File: config.mk
export PLATFORM = sky130hd
export DESIGN_NAME = pipe_hazard_unit
export DESIGN_NICKNAME = d
export VERILOG_FILES = /design/src/rtl/pipe_hazard_unit_pkg.sv /design/src/rtl/pipe_hazard_unit_sat_counter.sv /design/src/rtl/pipe_hazard_unit.sv
export SDC_FILE = /design/constraint.sdc
export NUM_CORES = 1
export LEC_CHECK = 0
export ABC_CLOCK_PERIOD_IN_PS = 1700
export CAP_MARGIN = 20
export CORE_ASPECT_RATIO = 0.6
export CORE_UTILIZATION = 49
export CTS_BUF_LIST = sky130_fd_sc_hd__clkbuf_8
export CTS_CLUSTER_SIZE = 28
export DETAILED_ROUTE_END_ITERATION = 6
export PLACE_DENSITY = 0.79
export SLEW_MARGIN = 20
export SYNTH_ARGS = -nofsm -noshare
export SYNTH_HDL_FRONTEND = slang
export SYNTH_SLANG_ARGS = --single-unit
File: constraint.sdc
create_clock -name clk -period 1.7 [get_ports clk]
set_input_delay 0.255 -clock clk [delete_from_list [all_inputs] [get_ports clk]]
set_output_delay 0.255 -clock clk [all_outputs]
set_load 0.1 [all_outputs]
File: src/rtl/pipe_hazard_unit_pkg.sv
// Shared pipeline definitions for the hazard unit.
//   fwd_sel_e   : EX operand-select encoding (register file / EX-MEM / MEM-WB)
//   ex_rec_t    : in-flight record held for the EX stage
//   dst_rec_t   : in-flight record held for MEM and WB (destination only)
//   src_hit     : source-vs-stage dependency test
//   fwd_pick    : operand select, newest producer first
// Register indices are stored at RIDX_W bits, zero-extended from the
// instantiating module's index width, so NREG up to 2**RIDX_W is supported.
package pipe_hazard_unit_pkg;

  localparam int unsigned RIDX_W = 8;

  typedef enum logic [1:0] {
    FWD_RF    = 2'b00,
    FWD_EXMEM = 2'b01,
    FWD_MEMWB = 2'b10
  } fwd_sel_e;

  typedef struct packed {
    logic              valid;
    logic [RIDX_W-1:0] ra;
    logic [RIDX_W-1:0] rb;
    logic              ra_used;
    logic              rb_used;
    logic [RIDX_W-1:0] rd;
    logic              wr;
    logic              ld;
  } ex_rec_t;

  typedef struct packed {
    logic              valid;
    logic [RIDX_W-1:0] rd;
    logic              wr;
  } dst_rec_t;

  function automatic logic src_hit(
    input logic              used,
    input logic [RIDX_W-1:0] idx,
    input logic              st_valid,
    input logic              st_wr,
    input logic [RIDX_W-1:0] st_rd,
    input logic              r0_zero
  );
    return used && st_valid && st_wr && (idx == st_rd) &&
           !(r0_zero && (idx == '0));
  endfunction

  function automatic fwd_sel_e fwd_pick(input logic hit_mem, input logic hit_wb);
    if (hit_mem)     return FWD_EXMEM;
    else if (hit_wb) return FWD_MEMWB;
    else             return FWD_RF;
  endfunction

endpackage

File: src/rtl/pipe_hazard_unit_sat_counter.sv
// Saturating event counter.
//   clk   : rising-edge clock
//   rst_n : asynchronous active-low reset, clears count
//   clr   : synchronous clear, wins over inc
//   inc   : count one event this cycle
//   count : current value, sticks at all-ones
module sat_counter
  import pipe_hazard_unit_pkg::*;
#(
  parameter int unsigned CNTW = 16
) (
  input  logic            clk,
  input  logic            rst_n,
  input  logic            clr,
  input  logic            inc,
  output logic [CNTW-1:0] count
);

  always_ff @(posedge clk or negedge rst_n) begin
    if (!rst_n) begin
      count <= '0;
    end else if (clr) begin
      count <= '0;
    end else if (inc && (count != '1)) begin
      count <= count + CNTW'(1);
    end
  end

endmodule

File: src/rtl/pipe_hazard_unit.sv
// Pipeline hazard unit: load-use / RAW stall, taken-branch flush, EX operand
// forwarding selects and saturating stall/flush event counters.
//   clk, rst            : clock, asynchronous active-low reset
//   id_*                : instruction currently in ID
//   ex_branch_taken     : branch in EX resolved taken
//   cnt_clr             : synchronous clear of both counters
//   stall, flush        : hold PC+IF/ID / squash IF/ID and ID/EX
//   fwd_a, fwd_b        : EX operand select (fwd_sel_e encoding)
//   stall_cnt, flush_cnt: saturating event counts
module pipe_hazard_unit
  import pipe_hazard_unit_pkg::*;
#(
  parameter int unsigned NREG    = 8,
  parameter bit          FWD_EN  = 1'b1,
  parameter bit          R0_ZERO = 1'b1,
  parameter int unsigned CNTW    = 16,
  localparam int unsigned RW     = (NREG > 1) ? $clog2(NREG) : 1
) (
  input  logic            clk,
  input  logic            rst,
  input  logic            id_valid,
  input  logic [RW-1:0]   id_ra,
  input  logic [RW-1:0]   id_rb,
  input  logic            id_ra_used,
  input  logic            id_rb_used,
  input  logic [RW-1:0]   id_rd,
  input  logic            id_regwrite,
  input  logic            id_memread,
  input  logic            ex_branch_taken,
  input  logic            cnt_clr,
  output logic            stall,
  output logic            flush,
  output logic [1:0]      fwd_a,
  output logic [1:0]      fwd_b,
  output logic [CNTW-1:0] stall_cnt,
  output logic [CNTW-1:0] flush_cnt
);

  ex_rec_t  id_rec;
  ex_rec_t  ex_r;
  dst_rec_t mem_r;
  dst_rec_t wb_r;

  logic a_ex, b_ex, a_mem, b_mem;
  logic load_use, raw_dep;
  logic fa_mem, fa_wb, fb_mem, fb_wb;

  always_comb begin
    id_rec         = '0;
    id_rec.valid   = id_valid;
    id_rec.ra      = RIDX_W'(id_ra);
    id_rec.rb      = RIDX_W'(id_rb);
    id_rec.ra_used = id_ra_used;
    id_rec.rb_used = id_rb_used;
    id_rec.rd      = RIDX_W'(id_rd);
    id_rec.wr      = id_regwrite;
    id_rec.ld      = id_memread;
  end

  // ID-source dependencies on older in-flight instructions
  assign a_ex  = src_hit(id_rec.ra_used, id_rec.ra, ex_r.valid,  ex_r.wr,  ex_r.rd,  R0_ZERO);
  assign b_ex  = src_hit(id_rec.rb_used, id_rec.rb, ex_r.valid,  ex_r.wr,  ex_r.rd,  R0_ZERO);
  assign a_mem = src_hit(id_rec.ra_used, id_rec.ra, mem_r.valid, mem_r.wr, mem_r.rd, R0_ZERO);
  assign b_mem = src_hit(id_rec.rb_used, id_rec.rb, mem_r.valid, mem_r.wr, mem_r.rd, R0_ZERO);

  assign load_use = id_valid && ex_r.ld && (a_ex || b_ex);
  // WB needs no stall: the register file writes through to ID reads
  assign raw_dep  = id_valid && (a_ex || b_ex || a_mem || b_mem);

  assign flush = ex_r.valid && ex_branch_taken;
  assign stall = !flush && (FWD_EN ? load_use : raw_dep);

  // EX-operand forwarding, from registered state only
  assign fa_mem = src_hit(ex_r.ra_used, ex_r.ra, mem_r.valid, mem_r.wr, mem_r.rd, R0_ZERO);
  assign fa_wb  = src_hit(ex_r.ra_used, ex_r.ra, wb_r.valid,  wb_r.wr,  wb_r.rd,  R0_ZERO);
  assign fb_mem = src_hit(ex_r.rb_used, ex_r.rb, mem_r.valid, mem_r.wr, mem_r.rd, R0_ZERO);
  assign fb_wb  = src_hit(ex_r.rb_used, ex_r.rb, wb_r.valid,  wb_r.wr,  wb_r.rd,  R0_ZERO);

  assign fwd_a = FWD_EN ? fwd_pick(fa_mem, fa_wb) : FWD_RF;
  assign fwd_b = FWD_EN ? fwd_pick(fb_mem, fb_wb) : FWD_RF;

  always_ff @(posedge clk or negedge rst) begin
    if (!rst) begin
      ex_r  <= '0;
      mem_r <= '0;
      wb_r  <= '0;
    end else begin
      wb_r        <= mem_r;
      mem_r.valid <= ex_r.valid;
      mem_r.rd    <= ex_r.rd;
      mem_r.wr    <= ex_r.wr;
      // bubble is a fully cleared record so it can never forward
      ex_r        <= (stall || flush) ? '0 : id_rec;
    end
  end

  sat_counter #(.CNTW(CNTW)) u_stall_cnt (
    .clk   (clk),
    .rst_n (rst),
    .clr   (cnt_clr),
    .inc   (stall),
    .count (stall_cnt)
  );

  sat_counter #(.CNTW(CNTW)) u_flush_cnt (
    .clk   (clk),
    .rst_n (rst),
    .clr   (cnt_clr),
    .inc   (flush),
    .count (flush_cnt)
  );

endmodule

Run 1, the metal 1 layer:
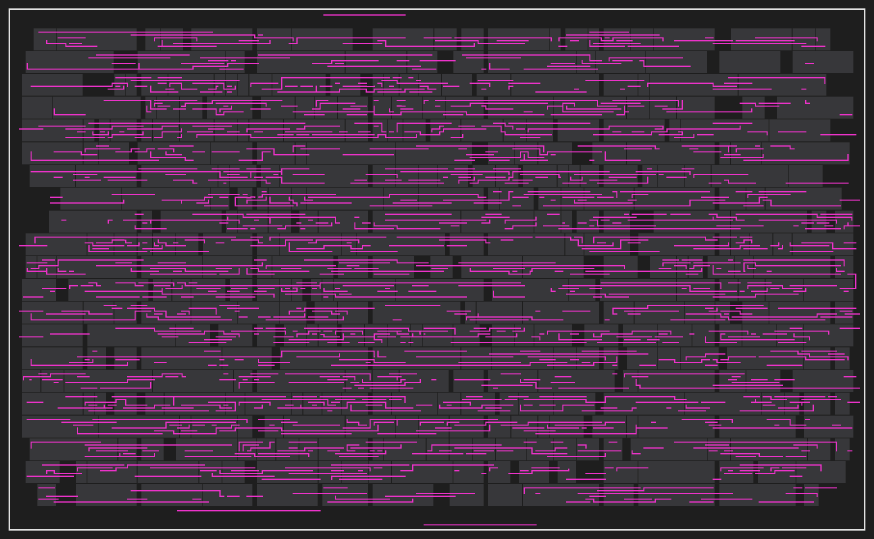
wire length on this layer	4930 um
nets with wire on the layer	408
main direction	horizontal
Routed WL: 13.54 mm
GR Layer Usage met1: 42.67%
DR vias: 3346

Run 1, metal 2:
Scale bar: 20 um.
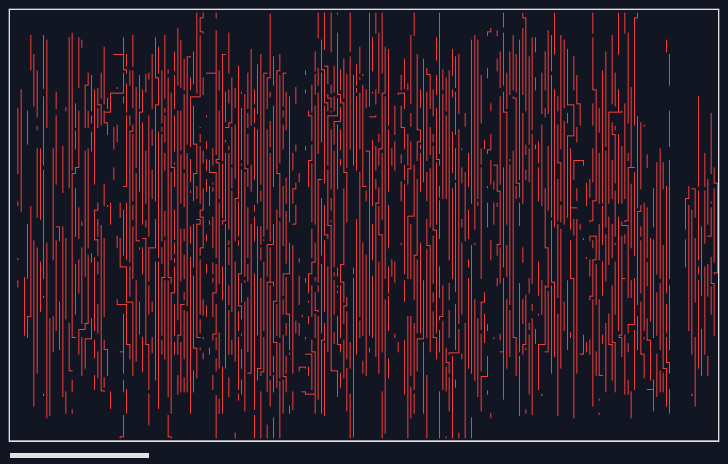
main direction	vertical
nets with wire on the layer	425
longest straight run	30.1 um
share of all routed wire	46%
wire length on this layer	6270 um
routing usage on met2: 58.49%

Run 1, met3 routing:
Scale bar: 20 um.
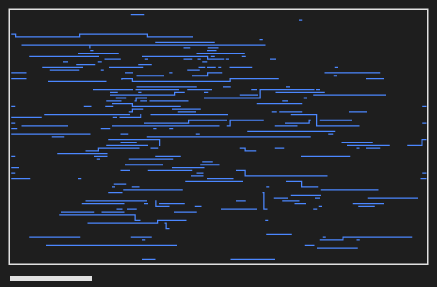
longest straight run	59.3 um
wire length on this layer	1320 um
main direction	horizontal
share of all routed wire	9.8%
global-route met3 utilization: 7.942%

Run 1, metal 4:
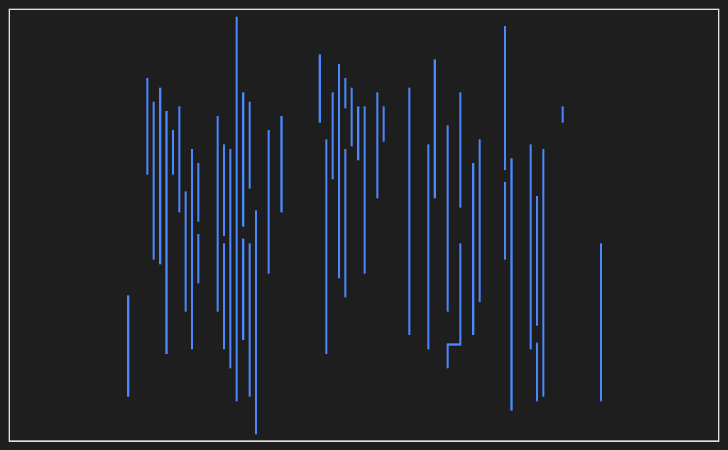
longest straight run	55.1 um
main direction	vertical
share of all routed wire	7.5%
nets with wire on the layer	47

==> out/metrics.csv, run 1 <==
metric;value;unit
grt_max_degree;57;
synth-main-ff-cell;dfrtp_1;
routedWlPerCell;26.97;um
power_top_consumer;sequential cells;
setup_viol;43;
ctsResizeCount;42;
path_class;register to register;
hold_viol;0;
detail-route-antenna-nets;0;
sequentialPower;1.43;mW
power.switching;0.7751;mW
comb_power_share;16.9;%
failed_checks;setup timing;
worst_slack;-573.1;ps
wl_met2;6.274;mm
synth_area;2938;um^2
period_minus_slack;2273;ps
vias_per_cell;6.665;
place.gp.congestion;0.8450;
synthArstFlopShare;100.0;%
place_inst;473;
p_leak;2.079;nW
status;complete, but fails checks;
-- run 1: path summary, 6_finish.rpt --
kind | from | end | cells after the start
worst max-delay path | ex_r[28] | u_stall_cnt.count[3] | 7
worst min-delay path | id_ra[0] | ex_r[20] | 2
worst max register to register | ex_r[28] | u_stall_cnt.count[3] | 7
worst min register to register | mem_r[0] | wb_r[0] | 0
max in group asynchronous | rst | u_stall_cnt.count[1] | 3
min in group asynchronous | rst | wb_r[9] | 3
-- run 1: cells in the mapped netlist, types with 2 or more instances --
master and count:
buf_4 2, nor3b_1 6, clkbuf_1 13, mux2_4 4
nor4_1 2, nand3_1 12, o31ai_1 4, nand2_1 12
and3_1 17, a31oi_1 5, o2111ai_1 2, inv_1 3
ha_1 2, o211ai_1 2, or4b_1 2, or4_1 4
dfrtp_1 56, nor3_1 20, xor2_1 8, mux2_1 6
o21ai_0 3, xnor2_1 13, nor4b_1 2, nor2b_1 10
o41ai_1 2, a21oi_1 13, mux2i_1 3, or3_1 5
nor2_1 33, nand2b_1 2, nand4_1 14
-- run 1: layout make-up --
type / count / area (um^2)
Timing Repair Buffer: 134 / 1658
Tap cell: 80 / 100.1
Clock buffer: 5 / 68.82
Inverter: 4 / 27.53
Clock inverter: 3 / 20.02
Multi-Input combinational cell: 220 / 1957
Sequential cell: 56 / 1505
Fill cell: 149 / 339.1
-- run 1: cell families after synthesis --
family / after synthesis / synth area share [%]
DFF: 56 / 47.70
buffers and inverters: 22 / 3.747
AOI/OAI and AO/OA: 34 / 7.496
adders and majority gates: 2 / 0.8517
xor gates and xnor gates: 21 / 6.261
muxes: 13 / 5.366
and+or+nand+nor: 150 / 28.58
-- run 1: registers in the layout (all words and copies together) (netlist names) --
name               cells
ex_r                  14
wb_r                   5
u_stall_cnt.count     16
u_flush_cnt.count     16
mem_r                  5
==> run 1 -> run 2 <==
--- a/config.mk
+++ b/config.mk
@@ -6,13 +6,13 @@
 export NUM_CORES = 1
 export LEC_CHECK = 0
 export ABC_CLOCK_PERIOD_IN_PS = 1700
-export CAP_MARGIN = 20
 export CORE_ASPECT_RATIO = 0.6
 export CORE_UTILIZATION = 49
 export CTS_BUF_LIST = sky130_fd_sc_hd__clkbuf_8
 export CTS_CLUSTER_SIZE = 28
 export DETAILED_ROUTE_END_ITERATION = 6
-export PLACE_DENSITY = 0.79
+export HOLD_SLACK_MARGIN = 0.06
+export PLACE_DENSITY_LB_ADDON = 0.25
 export SLEW_MARGIN = 20
 export SYNTH_ARGS = -nofsm -noshare
 export SYNTH_HDL_FRONTEND = slang
==> run 2 against run 1 <==
- the flow now stops in 5_1_grt
- synthesized cell count stayed put
- area after synthesis did not move
==> out/metrics.csv, run 2 <==
metric;value;unit;change
place_hpwl;6.699;mm;
yosys_cells;298;;
synth_area;2938;um^2;unchanged
synthCells;298;;
firstError;[ERROR DPL-0033] detailed placement checks failed during check placement.;;
common_cells;dfrtp_1 (56), nor2_1 (33), nor3_1 (20);;
clock_path_buffers;2;;
ys_seq_share;47.70;%;
syn-num-nets;318;;
synth-main-ff-cell;dfrtp_1;;
place.port_buffers;55;;
clock_sinks;56;;
placed_cell_area;4713;um^2;
cts_htree_levels;2;;
place.gp.congestion;0.8367;;-0.98%
top_cell_area_share;47.70;%;
edf_count;0;;
cts-root-buf;clkbuf_8;;
antenna_found_initial;1;;
worst-ep-kind;output port;;
boundaryPins;56;;
failing_step;5_1_grt;;
ys_types;47;;
numSynthFlops;56;;
die_x;102.0;um;
ys_warn_count;0;;
largest_area_cell;dfrtp_1;;
crit_endpoint;stall;;
initCoreUtil;51.76;%;
topCellsByArea;dfrtp_1 (48%), nor2_1 (4.2%), xnor2_1 (3.9%);;
synthArstFlopShare;100.0;%;unchanged
die.size.y;61.98;um;
grt_max_degree;27;;
syn_avg_cell_area;9.858;um^2;
yosysMostFrequentCell;dfrtp_1;;
yosys_area;2938;um^2;
numCtsBuffers;5;;
status;did not finish;;
rows;21;;
[run 2: cell counts after synthesis]
No cell type changed its count.
[run 2: logic make-up after synthesis]
logic type      Yosys count  synth area share [%]
compound gates           34                 7.496
xor+xnor                 21                 6.261
fa+ha+maj                 2                0.8517
buf+inv                  22                 3.747
flops                    56                 47.70
mux                      13                 5.366
simple gates            150                 28.58
[run 2: metrics by stage]
stage | util (%) | std cells | power, mW | setup slack, ps
floorplan | - | 298 | 1.619 | -453.7
global placement | 83.05 | 482 | 1.787 | -566.2
detailed placement | 83.05 | 482 | 1.808 | -752.1
CTS | 91.78 | 507 | 2.784 | -466.4
[run 2: what timing repair did]
item,in CTS
resized,50
pin swaps,26
buffers inserted,15
cloned,1
setup endpoints to repair,31
hold buffers,1
hold endpoints to repair,13
==> run 2 -> run 3 <==
==> config.mk (replaced) <==
export PLATFORM = sky130hd
export DESIGN_NAME = pipe_hazard_unit
export DESIGN_NICKNAME = d
export VERILOG_FILES = /design/src/rtl/pipe_hazard_unit_pkg.sv /design/src/rtl/pipe_hazard_unit_sat_counter.sv /design/src/rtl/pipe_hazard_unit.sv
export SDC_FILE = /design/constraint.sdc
export NUM_CORES = 1
export LEC_CHECK = 0
export ABC_CLOCK_PERIOD_IN_PS = 2200
export CORE_UTILIZATION = 35
export DETAILED_ROUTE_END_ITERATION = 6
export PLACE_DENSITY_LB_ADDON = 0.15
export SLEW_MARGIN = 20
export SYNTH_ARGS = -nofsm -noshare
export SYNTH_HDL_FRONTEND = slang
export SYNTH_SLANG_ARGS = --single-unit
==> constraint.sdc (replaced) <==
create_clock -name clk -period 2.2 [get_ports clk]
set_input_delay 0.33 -clock clk [delete_from_list [all_inputs] [get_ports clk]]
set_output_delay 0.33 -clock clk [all_outputs]
set_load 0.1 [all_outputs]
Run 3, metal 2:
Scale bar: 20 um.
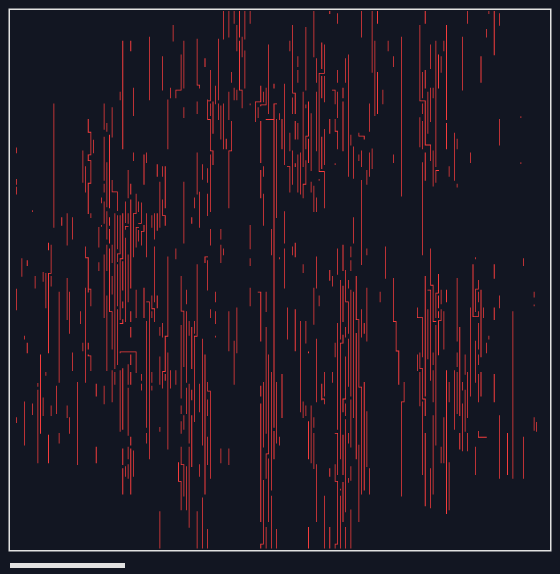
Routed WL: 6.785 mm
DR vias: 2467
routing usage on met2: 26.59%

==> run 3 against run 2 <==
- the flow now finishes without violations
- synthesized cell count unchanged
- area after synthesis unchanged
==> out/metrics.csv, run 3 <==
metric;value;unit;change
status;complete, no violations;;
die_x;93.62;um;-8.2%
common_cells;dfrtp_1 (56), nor2_1 (33), nor3_1 (20);;
clock_path_buffers;2;;unchanged
synth-main-ff-cell;dfrtp_1;;
edf_count;0;;unchanged
ys_types;47;;unchanged
ys_warn_count;0;;unchanged
syn_avg_cell_area;9.858;um^2;unchanged
yosys_area;2938;um^2;unchanged
post_cts_buffers;3;;-12
dp_worst_setup_slack;-201.9;ps;+550.2 ps
place.gp.congestion;0.8202;;-2.0%
initCoreUtil;35.94;%;-16 points
clock_sinks;56;;unchanged
numCtsBuffers;5;;unchanged
boundaryPins;56;;unchanged
antenna_found_initial;0;;
grt_max_degree;44;;
ctsResizeCount;9;;-82%
ys_seq_share;47.70;%;unchanged
largest_area_cell;dfrtp_1;;
topCellsByArea;dfrtp_1 (48%), nor2_1 (4.2%), xnor2_1 (3.9%);;
path_cells;nor3b_1 > a21oi_1 > or3_4 > a21oi_4 > nor3_4 > buf_12;;
hold_buffers;1;;unchanged
cts_htree_levels;2;;unchanged
cts-root-buf;clkbuf_8;;
numSynthFlops;56;;unchanged
nets;386;;
place_hpwl;4.685;mm;-30%
die.size.y;93.62;um;+51%
synth_area;2938;um^2;unchanged
yosys_cells;298;;unchanged
rows;33;;+57%
synthArstFlopShare;100.0;%;unchanged
top_cell_area_share;47.70;%;unchanged
place.port_buffers;55;;unchanged
Run 3, the metal 1 layer:
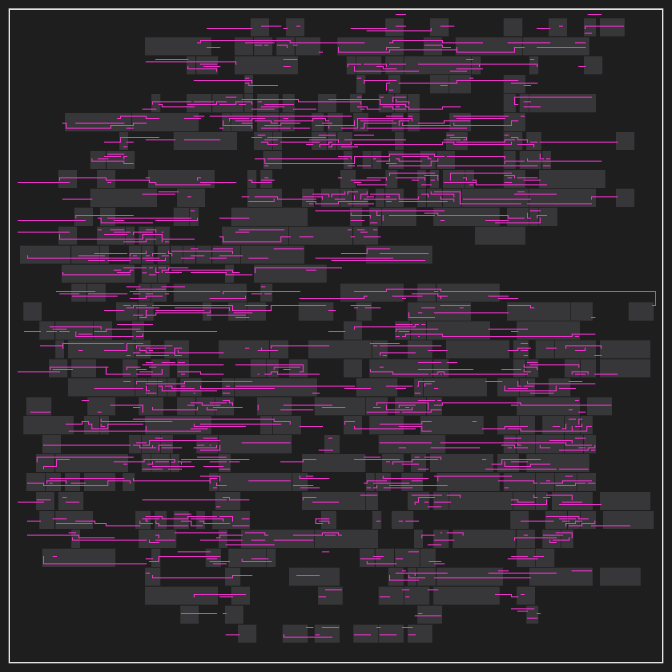
GR Layer Usage met1: 22.20%

[run 3: cell counts after synthesis]
Identical to the previous run, type by type.
[run 3: worst max-delay path, delay by kind of cell, from the launching register on]
family / cells / cell delay, ps
DFF: 1 / 440
AOI/OAI and AO/OA: 2 / 300
and+or+nand+nor: 3 / 630
buffers and inverters: 1 / 170
[run 3: cell families after synthesis]
kind of cell	Yosys count	share of synthesized area (%)
AND/OR/NAND/NOR	150	28.58
buffers and inverters	22	3.747
multiplexers	13	5.366
AND-OR/OR-AND	34	7.496
XOR/XNOR	21	6.261
adder cells (fa/ha/maj)	2	0.8517
flip-flops	56	47.70
[run 3: power by group]
group / switching, mW / internal (mW) / total, mW
Combinational: 0.135 / 0.109 / 0.244
Sequential: 0.0307 / 1.06 / 1.09
Clock: 0.337 / 0.339 / 0.676
Total: 0.503 / 1.51 / 2.01
[run 3: worst max-delay path by stage]
stage / from / endpoint / slack (ps) / cells after the start
6_report: ex_r[22] / fwd_a[1] / 30 / 6
5_1_grt: ex_r[22] / fwd_a[1] / -70 / 6
4_1_cts: ex_r[14] / fwd_b[1] / 2 / 7
3_5_place_dp: id_valid / u_stall_cnt.count[4] / -200 / 7
3_3_place_gp: id_valid / u_stall_cnt.count[4] / -170 / 7
2_1_floorplan: ex_r[28] / stall / -50 / 4
[run 3: through the flow]
stage          util (%)  hold slack, ps
2_1_floorplan         -           34.41
3_3_place_gp      45.45           290.3
3_5_place_dp      45.45           292.9
4_1_cts           47.87           403.9
5_1_grt           48.75           417.6
6_report          48.75           398.1
[run 3: layout make-up]
class                   count  area [um^2]  area share (%)
flip-flops and latches     56         1463           36.70
clock buffers               6        72.57           1.821
well taps                 105        131.4           3.297
clock inverters             2        35.03          0.8791
multi-input cells         220         1498           37.58
repair buffers             79        769.5           19.31
inverters                   4        16.27          0.4082
==> run 3 -> run 4 <==
--- a/config.mk
+++ b/config.mk
@@ -9,7 +9,6 @@
 export CORE_UTILIZATION = 35
 export DETAILED_ROUTE_END_ITERATION = 6
 export PLACE_DENSITY_LB_ADDON = 0.15
-export SLEW_MARGIN = 20
 export SYNTH_ARGS = -nofsm -noshare
 export SYNTH_HDL_FRONTEND = slang
 export SYNTH_SLANG_ARGS = --single-unit
Run 4, met3 routing:
Scale bar: 20 um.
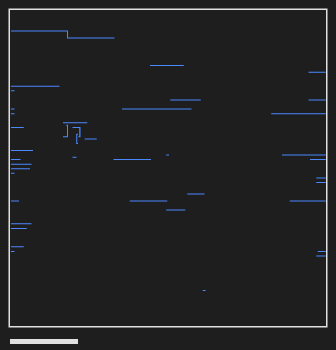
global-route met3 utilization: 3.089%

==> run 4 against run 3 <==
- clock power about the same
- fmax unchanged
- die area unchanged
- sequential cell count unchanged
- critical path type unchanged
- critical endpoint unchanged
==> out/metrics.csv, run 4 <==
metric;value;unit;change
xor_area_share;6.261;%;unchanged
post_cts_buffers;3;;unchanged
grt_max_degree;44;;unchanged
status;complete, no violations;;
nets;386;;unchanged
ys_sh_aoi;7.496;%;unchanged
edf_count;0;;unchanged
crit_buf_inv;1;;unchanged
place.gp.congestion;0.8202;;unchanged
synthMuxAreaShare;5.366;%;unchanged
adder_share;0.8518;%;unchanged
numSynthFlops;56;;unchanged
path_cells;nor3b_1 > a21oi_1 > or3_4 > a21oi_4 > nor3_4 > buf_12;;
rows;33;;unchanged
ys_warn_count;0;;unchanged
top_cell_area_share;47.70;%;unchanged
yosys_area;2938;um^2;unchanged
cts-root-buf;clkbuf_8;;
common_cells;dfrtp_1 (56), nor2_1 (33), nor3_1 (20);;
ys_seq_share;47.70;%;unchanged
crit_family;simple AND/OR/NAND/NOR gates;;
hold_buffers;1;;unchanged
antenna_found_initial;0;;unchanged
clock_path_buffers;2;;unchanged
Run 4, metal 2:
Scale bar: 20 um.
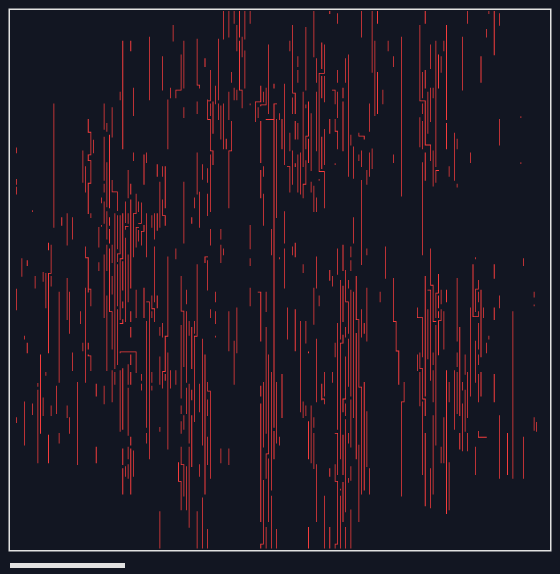
share of all routed wire	48%
wire length on this layer	3260 um
longest straight run	56.1 um
main direction	vertical

==> run 4: cell counts after synthesis <==
Identical to the previous run, type by type.
==> run 4: worst max-delay path by stage <==
stage,cells past startpoint,start,to,slack [ps]
6_report,6,ex_r[22],fwd_a[1],30
3_3_place_gp,7,id_valid,u_stall_cnt.count[4],-170
5_1_grt,6,ex_r[22],fwd_a[1],-70
3_5_place_dp,7,id_valid,u_stall_cnt.count[4],-200
2_1_floorplan,4,ex_r[28],stall,-50
4_1_cts,7,ex_r[14],fwd_b[1],2
==> run 4: area by class of cell <==
class	instances	area, um^2	share of cell area, %
clock inverter	2	35.03	0.8791
sequential	56	1463	36.70
tap	105	131.4	3.297
timing repair buffer	79	769.5	19.31
multi-input combinational	220	1498	37.58
clock buffer	6	72.57	1.821
inverter	4	16.27	0.4082
==> run 4: through the flow <==
| step | setup TNS [ps] | std cells | hold WS [ps] | util, % |
|---|---|---|---|---|
| floorplan | -52.27 | 298 | 34.41 | - |
| global placement | -1856 | 452 | 290.3 | 45.45 |
| detailed placement | -2278 | 452 | 292.9 | 45.45 |
| CTS | 0 | 465 | 403.9 | 47.87 |
| global route | -91.71 | 472 | 417.6 | 48.75 |
| finish | 0 | 472 | 398.1 | 48.75 |
==> run 4: layer usage <==
metal	routed length (um)	vias to the layer above	global-route usage [%]
met5	0	-	0
met4	94	0	4.615
met3	246	8	3.089
met2	3258	50	26.59
met1	3185	1204	22.20
li1	-	1205	-
==> run 4: cell families after synthesis <==
group           count (synthesis)
compound gates                 34
xor+xnor                       21
fa+ha+maj                       2
buf+inv                        22
flops                          56
mux                            13
simple gates                  150
==> run 4: power breakdown <==
group | internal [mW] | switching (mW) | total [mW]
logic | 0.109 | 0.135 | 0.244
clock network | 0.339 | 0.337 | 0.676
registers | 1.06 | 0.0307 | 1.09

==> gallery <==
Clock nets.
picture 1
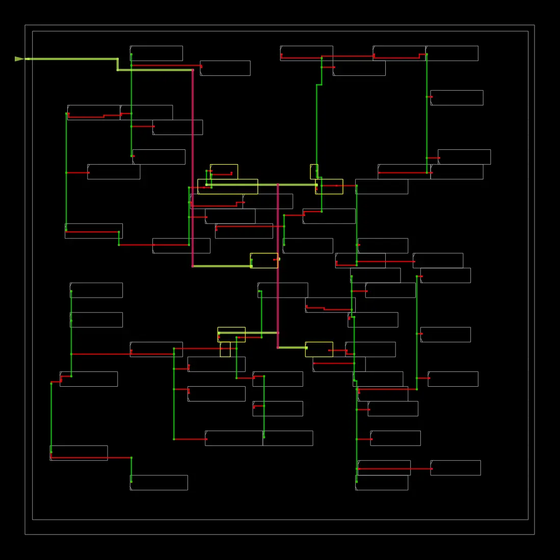
picture 2
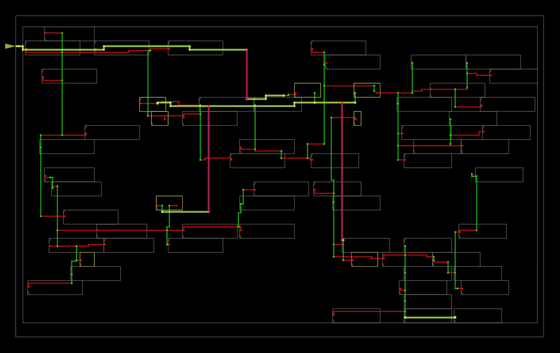
| from | picture |
|---|---|
| run 4 | picture 1 |
| run 1 | picture 2 |

Power and IR drop assume default switching activity.
